<file path="config.mk">
export PLATFORM = sky130hd
export DESIGN_NAME = uart_transceiver
export DESIGN_NICKNAME = d
export VERILOG_FILES = /design/src/rtl/uart_transceiver.sv
export SDC_FILE = /design/constraint.sdc
export NUM_CORES = 1
export LEC_CHECK = 0
export ABC_CLOCK_PERIOD_IN_PS = 2700
export CORE_ASPECT_RATIO = 0.6
export CORE_MARGIN = 8
export CORE_UTILIZATION = 30
export DETAILED_ROUTE_END_ITERATION = 6
export SYNTH_ARGS = -nofsm -noshare
export SYNTH_HDL_FRONTEND = slang
export SYNTH_SLANG_ARGS = --single-unit
</file>
<file path="constraint.sdc">
create_clock -name clk -period 2.7 [get_ports clk]
set_input_delay 0.675 -clock clk [delete_from_list [all_inputs] [get_ports clk]]
set_output_delay 0.675 -clock clk [all_outputs]
set_load 0.005 [all_outputs]
</file>
<file path="src/rtl/uart_transceiver.sv">
// uart_transceiver: full-duplex 8N1 UART with optional 16-deep FIFOs per direction.
// Bit time is BAUDRATE clocks. The receive path re-times the asynchronous line
// through two flops and samples each bit near its centre.
`timescale 1ns/100ps

// uart_fifo: 16x8 circular buffer with registered empty/full flags.
module uart_fifo (
    input  logic       clk,
    input  logic       resetn,
    input  logic       push,
    input  logic [7:0] push_data,
    input  logic       pop,
    output logic [7:0] head_data,
    output logic       empty,
    output logic       full
);
    logic [7:0] mem_r [16];
    logic [3:0] wr_ptr_r;
    logic [3:0] rd_ptr_r;
    logic [4:0] count_r;
    logic       empty_r;
    logic       full_r;
    logic       do_push_s;
    logic       do_pop_s;
    logic [4:0] count_next_s;

    // Qualify requests; a pop frees a slot, so push-while-full is accepted with a pop.
    always_comb begin
        do_pop_s     = pop && (count_r != 5'd0);
        do_push_s    = push && ((count_r != 5'd16) || do_pop_s);
        count_next_s = count_r;
        if (do_push_s && !do_pop_s) begin
            count_next_s = count_r + 5'd1;
        end else if (!do_push_s && do_pop_s) begin
            count_next_s = count_r - 5'd1;
        end else begin
            count_next_s = count_r;
        end
    end

    // Storage array; contents are don't-care until written, so it carries no reset.
    always_ff @(posedge clk) begin
        if (do_push_s) begin
            mem_r[wr_ptr_r] <= push_data;
        end
    end

    // Pointers, fill count and the flags derived from the next count.
    always_ff @(posedge clk or negedge resetn) begin
        if (!resetn) begin
            wr_ptr_r <= 4'd0;
            rd_ptr_r <= 4'd0;
            count_r  <= 5'd0;
            empty_r  <= 1'b1;
            full_r   <= 1'b0;
        end else begin
            if (do_push_s) begin
                wr_ptr_r <= wr_ptr_r + 4'd1;
            end
            if (do_pop_s) begin
                rd_ptr_r <= rd_ptr_r + 4'd1;
            end
            count_r <= count_next_s;
            empty_r <= (count_next_s == 5'd0);
            full_r  <= (count_next_s == 5'd16);
        end
    end

    assign head_data = mem_r[rd_ptr_r];
    assign empty     = empty_r;
    assign full      = full_r;
endmodule

module uart_transceiver #(
    parameter int BAUDRATE     = 1250,
    parameter int TX_FIFO_MODE = 0,
    parameter int RX_FIFO_MODE = 0
) (
    input  logic       clk,
    input  logic       resetn,
    input  logic [7:0] i_tx_data,
    input  logic       i_tx_data_valid,
    output logic       o_tx_serial,
    output logic       o_tx_ready,
    input  logic       i_rx_serial,
    output logic [7:0] o_rx_data,
    output logic       o_rx_data_valid
);
    localparam logic [15:0] BIT_LAST  = 16'(BAUDRATE - 1);
    localparam logic [15:0] HALF_LAST = 16'((BAUDRATE / 2) - 1);

    typedef enum logic [1:0] {TX_IDLE, TX_START, TX_DATA, TX_STOP} tx_state_t;
    typedef enum logic [2:0] {RX_IDLE, RX_START, RX_DATA, RX_STOP, RX_WAIT} rx_state_t;

    // ---------------- transmit path ----------------
    tx_state_t   tx_state_r;
    logic [15:0] tx_timer_r;
    logic [2:0]  tx_idx_r;
    logic [7:0]  tx_shift_r;
    logic        tx_serial_r;
    logic [7:0]  tx_hold_r;
    logic        tx_hold_valid_r;
    logic        tx_idle_ready_r;
    logic        tx_load_s;
    logic [7:0]  tx_load_data_s;
    logic        tx_ready_s;

    // The holding register feeds the FSM; it is filled either directly or from the FIFO head.
    if (TX_FIFO_MODE != 0) begin : g_tx_fifo
        logic [7:0] head_s;
        logic       empty_s;
        logic       full_s;
        uart_fifo u_tx_fifo (
            .clk       (clk),
            .resetn    (resetn),
            .push      (i_tx_data_valid && tx_ready_s),
            .push_data (i_tx_data),
            .pop       (tx_load_s),
            .head_data (head_s),
            .empty     (empty_s),
            .full      (full_s)
        );
        assign tx_load_s      = !tx_hold_valid_r && !empty_s;
        assign tx_load_data_s = head_s;
        assign tx_ready_s     = !full_s;
    end else begin : g_tx_direct
        assign tx_load_s      = i_tx_data_valid && tx_idle_ready_r;
        assign tx_load_data_s = i_tx_data;
        assign tx_ready_s     = tx_idle_ready_r;
    end

    // TX FSM: start, 8 data bits LSB first, stop; chains straight into the next held byte.
    always_ff @(posedge clk or negedge resetn) begin
        if (!resetn) begin
            tx_state_r      <= TX_IDLE;
            tx_timer_r      <= 16'd0;
            tx_idx_r        <= 3'd0;
            tx_shift_r      <= 8'h00;
            tx_serial_r     <= 1'b1;
            tx_hold_r       <= 8'h00;
            tx_hold_valid_r <= 1'b0;
            tx_idle_ready_r <= 1'b1;
        end else begin
            if (tx_load_s) begin
                tx_hold_r       <= tx_load_data_s;
                tx_hold_valid_r <= 1'b1;
                tx_idle_ready_r <= 1'b0;
            end
            case (tx_state_r)
                TX_IDLE: begin
                    tx_timer_r <= 16'd0;
                    if (tx_hold_valid_r) begin
                        tx_state_r      <= TX_START;
                        tx_shift_r      <= tx_hold_r;
                        tx_hold_valid_r <= 1'b0;
                        tx_serial_r     <= 1'b0;
                    end
                end
                TX_START: begin
                    if (tx_timer_r == BIT_LAST) begin
                        tx_state_r  <= TX_DATA;
                        tx_timer_r  <= 16'd0;
                        tx_idx_r    <= 3'd0;
                        tx_serial_r <= tx_shift_r[0];
                    end else begin
                        tx_timer_r <= tx_timer_r + 16'd1;
                    end
                end
                TX_DATA: begin
                    if (tx_timer_r == BIT_LAST) begin
                        tx_timer_r <= 16'd0;
                        if (tx_idx_r == 3'd7) begin
                            tx_state_r  <= TX_STOP;
                            tx_serial_r <= 1'b1;
                        end else begin
                            tx_idx_r    <= tx_idx_r + 3'd1;
                            tx_shift_r  <= {1'b0, tx_shift_r[7:1]};
                            tx_serial_r <= tx_shift_r[1];
                        end
                    end else begin
                        tx_timer_r <= tx_timer_r + 16'd1;
                    end
                end
                TX_STOP: begin
                    if (tx_timer_r == BIT_LAST) begin
                        tx_timer_r <= 16'd0;
                        if (tx_hold_valid_r) begin
                            tx_state_r      <= TX_START;
                            tx_shift_r      <= tx_hold_r;
                            tx_hold_valid_r <= 1'b0;
                            tx_serial_r     <= 1'b0;
                        end else begin
                            tx_state_r      <= TX_IDLE;
                            tx_idle_ready_r <= 1'b1;
                        end
                    end else begin
                        tx_timer_r <= tx_timer_r + 16'd1;
                    end
                end
                default: begin
                    tx_state_r  <= TX_IDLE;
                    tx_serial_r <= 1'b1;
                end
            endcase
        end
    end

    assign o_tx_serial = tx_serial_r;
    assign o_tx_ready  = tx_ready_s;

    // ---------------- receive path ----------------
    rx_state_t   rx_state_r;
    logic [15:0] rx_timer_r;
    logic [2:0]  rx_idx_r;
    logic [7:0]  rx_shift_r;
    logic        rx_meta_r;
    logic        rx_sync_r;
    logic        rx_prev_r;
    logic        rx_stop_ok_s;
    logic [7:0]  rx_data_r;
    logic        rx_valid_r;

    // Two-flop synchronizer plus one history flop for falling-edge detection.
    always_ff @(posedge clk or negedge resetn) begin
        if (!resetn) begin
            rx_meta_r <= 1'b1;
            rx_sync_r <= 1'b1;
            rx_prev_r <= 1'b1;
        end else begin
            rx_meta_r <= i_rx_serial;
            rx_sync_r <= rx_meta_r;
            rx_prev_r <= rx_sync_r;
        end
    end

    // A good stop bit is seen on this edge; the byte is delivered by the same edge.
    always_comb begin
        rx_stop_ok_s = (rx_state_r == RX_STOP) && (rx_timer_r == BIT_LAST) && rx_sync_r;
    end

    // RX FSM: mid-bit start qualification, then one sample per bit time.
    always_ff @(posedge clk or negedge resetn) begin
        if (!resetn) begin
            rx_state_r <= RX_IDLE;
            rx_timer_r <= 16'd0;
            rx_idx_r   <= 3'd0;
            rx_shift_r <= 8'h00;
        end else begin
            case (rx_state_r)
                RX_IDLE: begin
                    rx_timer_r <= 16'd0;
                    if (rx_prev_r && !rx_sync_r) begin
                        rx_state_r <= RX_START;
                    end
                end
                RX_START: begin
                    if (rx_timer_r == HALF_LAST) begin
                        rx_timer_r <= 16'd0;
                        rx_idx_r   <= 3'd0;
                        rx_state_r <= rx_sync_r ? RX_IDLE : RX_DATA;
                    end else begin
                        rx_timer_r <= rx_timer_r + 16'd1;
                    end
                end
                RX_DATA: begin
                    if (rx_timer_r == BIT_LAST) begin
                        rx_timer_r <= 16'd0;
                        rx_shift_r <= {rx_sync_r, rx_shift_r[7:1]};
                        rx_idx_r   <= rx_idx_r + 3'd1;
                        if (rx_idx_r == 3'd7) begin
                            rx_state_r <= RX_STOP;
                        end
                    end else begin
                        rx_timer_r <= rx_timer_r + 16'd1;
                    end
                end
                RX_STOP: begin
                    if (rx_timer_r == BIT_LAST) begin
                        rx_timer_r <= 16'd0;
                        rx_state_r <= rx_sync_r ? RX_IDLE : RX_WAIT;
                    end else begin
                        rx_timer_r <= rx_timer_r + 16'd1;
                    end
                end
                RX_WAIT: begin
                    rx_timer_r <= 16'd0;
                    if (rx_sync_r) begin
                        rx_state_r <= RX_IDLE;
                    end
                end
                default: begin
                    rx_state_r <= RX_IDLE;
                end
            endcase
        end
    end

    // Delivery: either straight to the output register or through a FIFO drained one per cycle.
    if (RX_FIFO_MODE != 0) begin : g_rx_fifo
        logic [7:0] head_s;
        logic       empty_s;
        logic       full_s;
        uart_fifo u_rx_fifo (
            .clk       (clk),
            .resetn    (resetn),
            .push      (rx_stop_ok_s),
            .push_data (rx_shift_r),
            .pop       (!empty_s),
            .head_data (head_s),
            .empty     (empty_s),
            .full      (full_s)
        );
        // Output register loaded from the FIFO head whenever an entry is waiting.
        always_ff @(posedge clk or negedge resetn) begin
            if (!resetn) begin
                rx_data_r  <= 8'h00;
                rx_valid_r <= 1'b0;
            end else begin
                rx_valid_r <= !empty_s;
                if (!empty_s) begin
                    rx_data_r <= head_s;
                end
            end
        end
    end else begin : g_rx_direct
        // Output register loaded directly on a good stop bit.
        always_ff @(posedge clk or negedge resetn) begin
            if (!resetn) begin
                rx_data_r  <= 8'h00;
                rx_valid_r <= 1'b0;
            end else begin
                rx_valid_r <= rx_stop_ok_s;
                if (rx_stop_ok_s) begin
                    rx_data_r <= rx_shift_r;
                end
            end
        end
    end

    assign o_rx_data       = rx_data_r;
    assign o_rx_data_valid = rx_valid_r;
endmodule

</file>
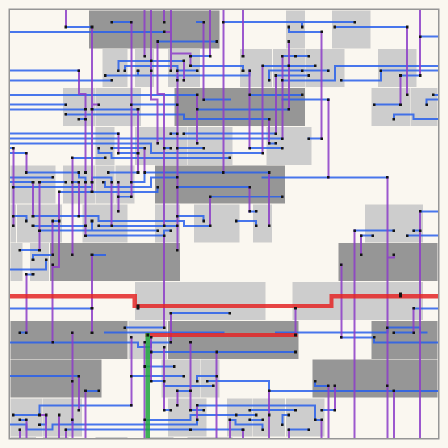
Run 1: zoomed window
Region (69, 38) to (99, 68) um. Cells in grey, sequential cells in the stronger grey; small squares are vias.
Key: purple = M2; blue = M1; green = M4; red = M3
Netlist names of flops here include tx_timer_r (5), rx_timer_r (3). Most frequent: dfrtp_1 (10), nor2_1 (5). Sequential cells in the window: 10. 48 logic cells have their middle in the window.

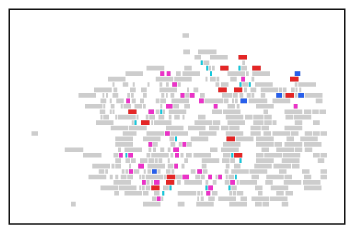
Run 1: logic cells by family
Drawn at 2 px/um.
Key: cyan = inv cells [cells 17, most used inv_1]; magenta = and/or cells [cells 32, most used or3_1]; red = fa/ha/maj cells [cells 14, most used ha_1]; blue = non-inverting ao/oa cells [cells 5, most used a22o_1]
most numerous logic cell after layout: dfrtp_1
final cell count without fillers: 577

==> flow_summary.toml, run 1 <==
# generated from flow reports
[timing]
fin_crit_ns = 2.46
finalMaxSlewViolations = 0
period_used_pct = 91.0
fmax_ghz = 0.407

[run_status]
status = "complete, no violations"

[synthesis]
syn_avg_cell_area_um2 = 11.2
yosys_warnings = 0
mux_share_pct = 12.7

[worst_setup_path]
rrSetupSlack_ns = 0.24
reg2regPathDepth = 5
r2r-end = "tx_shift_r[7]"
crit_path_start_kind = "register"

[layout]
finish.utilization_pct = 36.2

[global_routing]
grt_pass1_wl_um = 14900
grtUsageTotal_pct = 10.2

[route]
dr_wl_met2_um = 3370
routedWlPerCell_um = 14.8
dr.pass1.iters = 4

[place]
hpwl_um = 6170

[floorplanning]
die_height_um = 107
io_pins = 23
fp_util_pct = 30.4
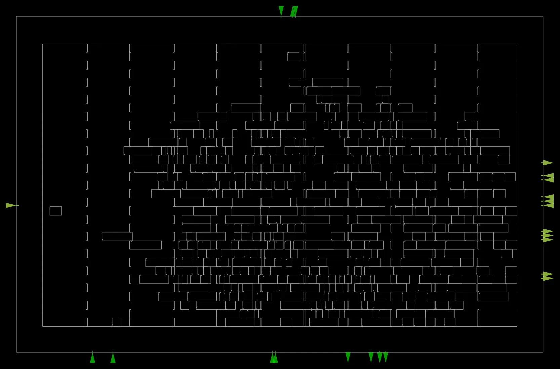
Run 1: placed standard cells
FF+latch count: 82
fraction of area in registers: 42.1%
# rows: 33
core footprint: 13500 um^2

run 1: registers in the layout, indices dropped and copies added (netlist names):
name             cells
rx_timer_r          16
tx_timer_r          16
o_rx_data            8
rx_shift_r           8
tx_hold_r            8
tx_shift_r           8
rx_idx_r             3
rx_state_r           3
tx_idx_r             3
tx_state_r           2
o_rx_data_valid      1
o_tx_ready           1
o_tx_serial          1
rx_meta_r            1
rx_prev_r            1
rx_sync_r            1
tx_hold_valid_r      1
run 1: report_power, final:
group,total [mW],internal (mW),leakage [nW],switching [mW]
Clock,1.20,0.649,0.138,0.547
Combinational,0.883,0.448,0.858,0.435
Sequential,1.53,1.39,1.09,0.145
run 1: worst max-delay path, cell delays in order, from the launching register on:
cell	delay (ns)
dfrtp_1	0.45
or4b_1	0.57
or4_1	0.49
a221oi_4	0.28
buf_4	0.24
mux2_4	0.32
run 1: cells by family (layout without fill, tap and decap cells):
| kind of cell | Yosys count | after routing |
|---|---|---|
| adders and majority gates | 14 | 14 |
| AOI/OAI and AO/OA | 49 | 49 |
| and+or+nand+nor | 128 | 128 |
| muxes | 44 | 44 |
| buffers and inverters | 30 | 67 |
| xor gates and xnor gates | 18 | 18 |
| DFF | 82 | 82 |
run 1: metal layers:
layer | up-vias | GRT usage, %
li1 | 1397 | -
met1 | 1377 | 15.1
met2 | 48 | 14.3
met3 | 7 | 2.49
met4 | 0 | 2.75
met5 | - | 0
run 1: cell type report:
cell class / count / area, um^2 / area share [%]
timing repair buffer: 34 / 320 / 6.56
sequential: 82 / 2060 / 42.1
multi-input combinational: 253 / 1930 / 39.5
inverter: 17 / 63.8 / 1.31
tap: 175 / 219 / 4.48
clock inverter: 7 / 66.3 / 1.36
clock buffer: 9 / 225 / 4.61
Run 1, signal metal coverage by tile:
Drawn at 1.5 px/um. 33 x 21 tiles, from dark purple (low) to yellow (high), scaled to the fullest tile. Values are wire area over tile area, all layers added.
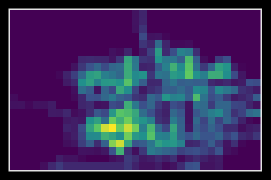

==> inputs of run 2 (changes only) <==
--- a/config.mk
+++ b/config.mk
@@ -7,8 +7,7 @@
 export LEC_CHECK = 0
 export ABC_CLOCK_PERIOD_IN_PS = 2700
 export CORE_ASPECT_RATIO = 0.6
-export CORE_MARGIN = 8
-export CORE_UTILIZATION = 30
+export CORE_UTILIZATION = 32
 export DETAILED_ROUTE_END_ITERATION = 6
 export SYNTH_ARGS = -nofsm -noshare
 export SYNTH_HDL_FRONTEND = slang
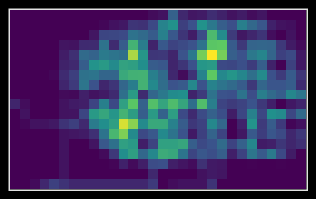
Run 2: signal metal coverage by tile
Drawn at 2 px/um. 30 x 18 tiles, from dark purple (low) to yellow (high), scaled to the fullest tile. Values are wire area over tile area, all layers added.
29% of the tiles are nearly empty. The emptiest ninth of the die: lower left. The mean over all tiles is 0.10.

==> flow_summary.toml, run 2 <==
# generated from flow reports
[worst_setup_path]
rrSetupSlack_ns = 0.26
cp_num_buf_inv = 1
slowest_stage = "or4b_1"
path_delay_family = "simple AND/OR/NAND/NOR gates"

[route]
routedWlPerCell_um = 15.0
dr.pass1.iters = 5

[timing]
fmax_ghz = 0.410
fin_crit_ns = 2.44
finalMaxSlewViolations = 0
period_used_pct = 90.3

[synthesis]
yosys_warnings = 0

[global_routing]
grt_use_met2_pct = 18.5
grt-busiest-layer = "met1"
grtUsageTotal_pct = 14.5

[place]
hpwl_um = 5970

[layout]
largestRegisters = "rx_timer_r x16, tx_timer_r x16"
fin_cells = 567

[floorplanning]
io_pins = 23
rows = 31
fp_util_pct = 33.4

[run_status]
status = "complete, no violations"
[run 2: report_power, final]
part           leakage [nW]  switching (mW)  internal [mW]
Clock                 0.125           0.503          0.623
Combinational         0.858           0.437          0.448
Sequential             1.09           0.145           1.39
[run 2: worst reg2reg max path: stages, from the launching register on]
cell	delay, ns
dfrtp_1	0.45
or4b_1	0.56
or4_1	0.50
a221oi_4	0.27
buf_4	0.24
mux2_4	0.32
[run 2: area by class of cell]
class / instances / area [um^2]
sequential: 82 / 2060
clock inverter: 6 / 41.3
fill: 1166 / 7450
multi-input combinational: 253 / 1930
tap: 165 / 206
inverter: 17 / 63.8
clock buffer: 10 / 229
timing repair buffer: 34 / 320
[run 2: worst max path at each step]
| stage | startpoint | end | slack, ns | cells after the start |
|---|---|---|---|---|
| 3_5_place_dp | rx_timer_r[1] | rx_idx_r[1] | 0.25 | 6 |
| 2_1_floorplan | tx_timer_r[2] | tx_shift_r[0] | 0.24 | 5 |
| 6_report | tx_timer_r[2] | tx_shift_r[5] | 0.26 | 5 |
| 5_1_grt | rx_timer_r[1] | rx_idx_r[1] | 0.13 | 6 |
| 4_1_cts | rx_timer_r[1] | rx_idx_r[1] | 0.24 | 6 |
| 3_3_place_gp | rx_timer_r[1] | rx_shift_r[0] | 0.31 | 6 |
[run 2: cells by family (layout without fill, tap and decap cells)]
kind of cell | Yosys count | count (layout) | synth area share [%]
XOR/XNOR | 18 | 18 | 3.84
AND/OR/NAND/NOR | 128 | 128 | 17.5
flip-flops | 82 | 82 | 50.1
multiplexers | 44 | 44 | 12.7
buffers and inverters | 30 | 67 | 2.83
adder cells (fa/ha/maj) | 14 | 14 | 4.27
AND-OR/OR-AND | 49 | 49 | 8.66
No activity file was given, so power comes from the tool's default toggle rates.
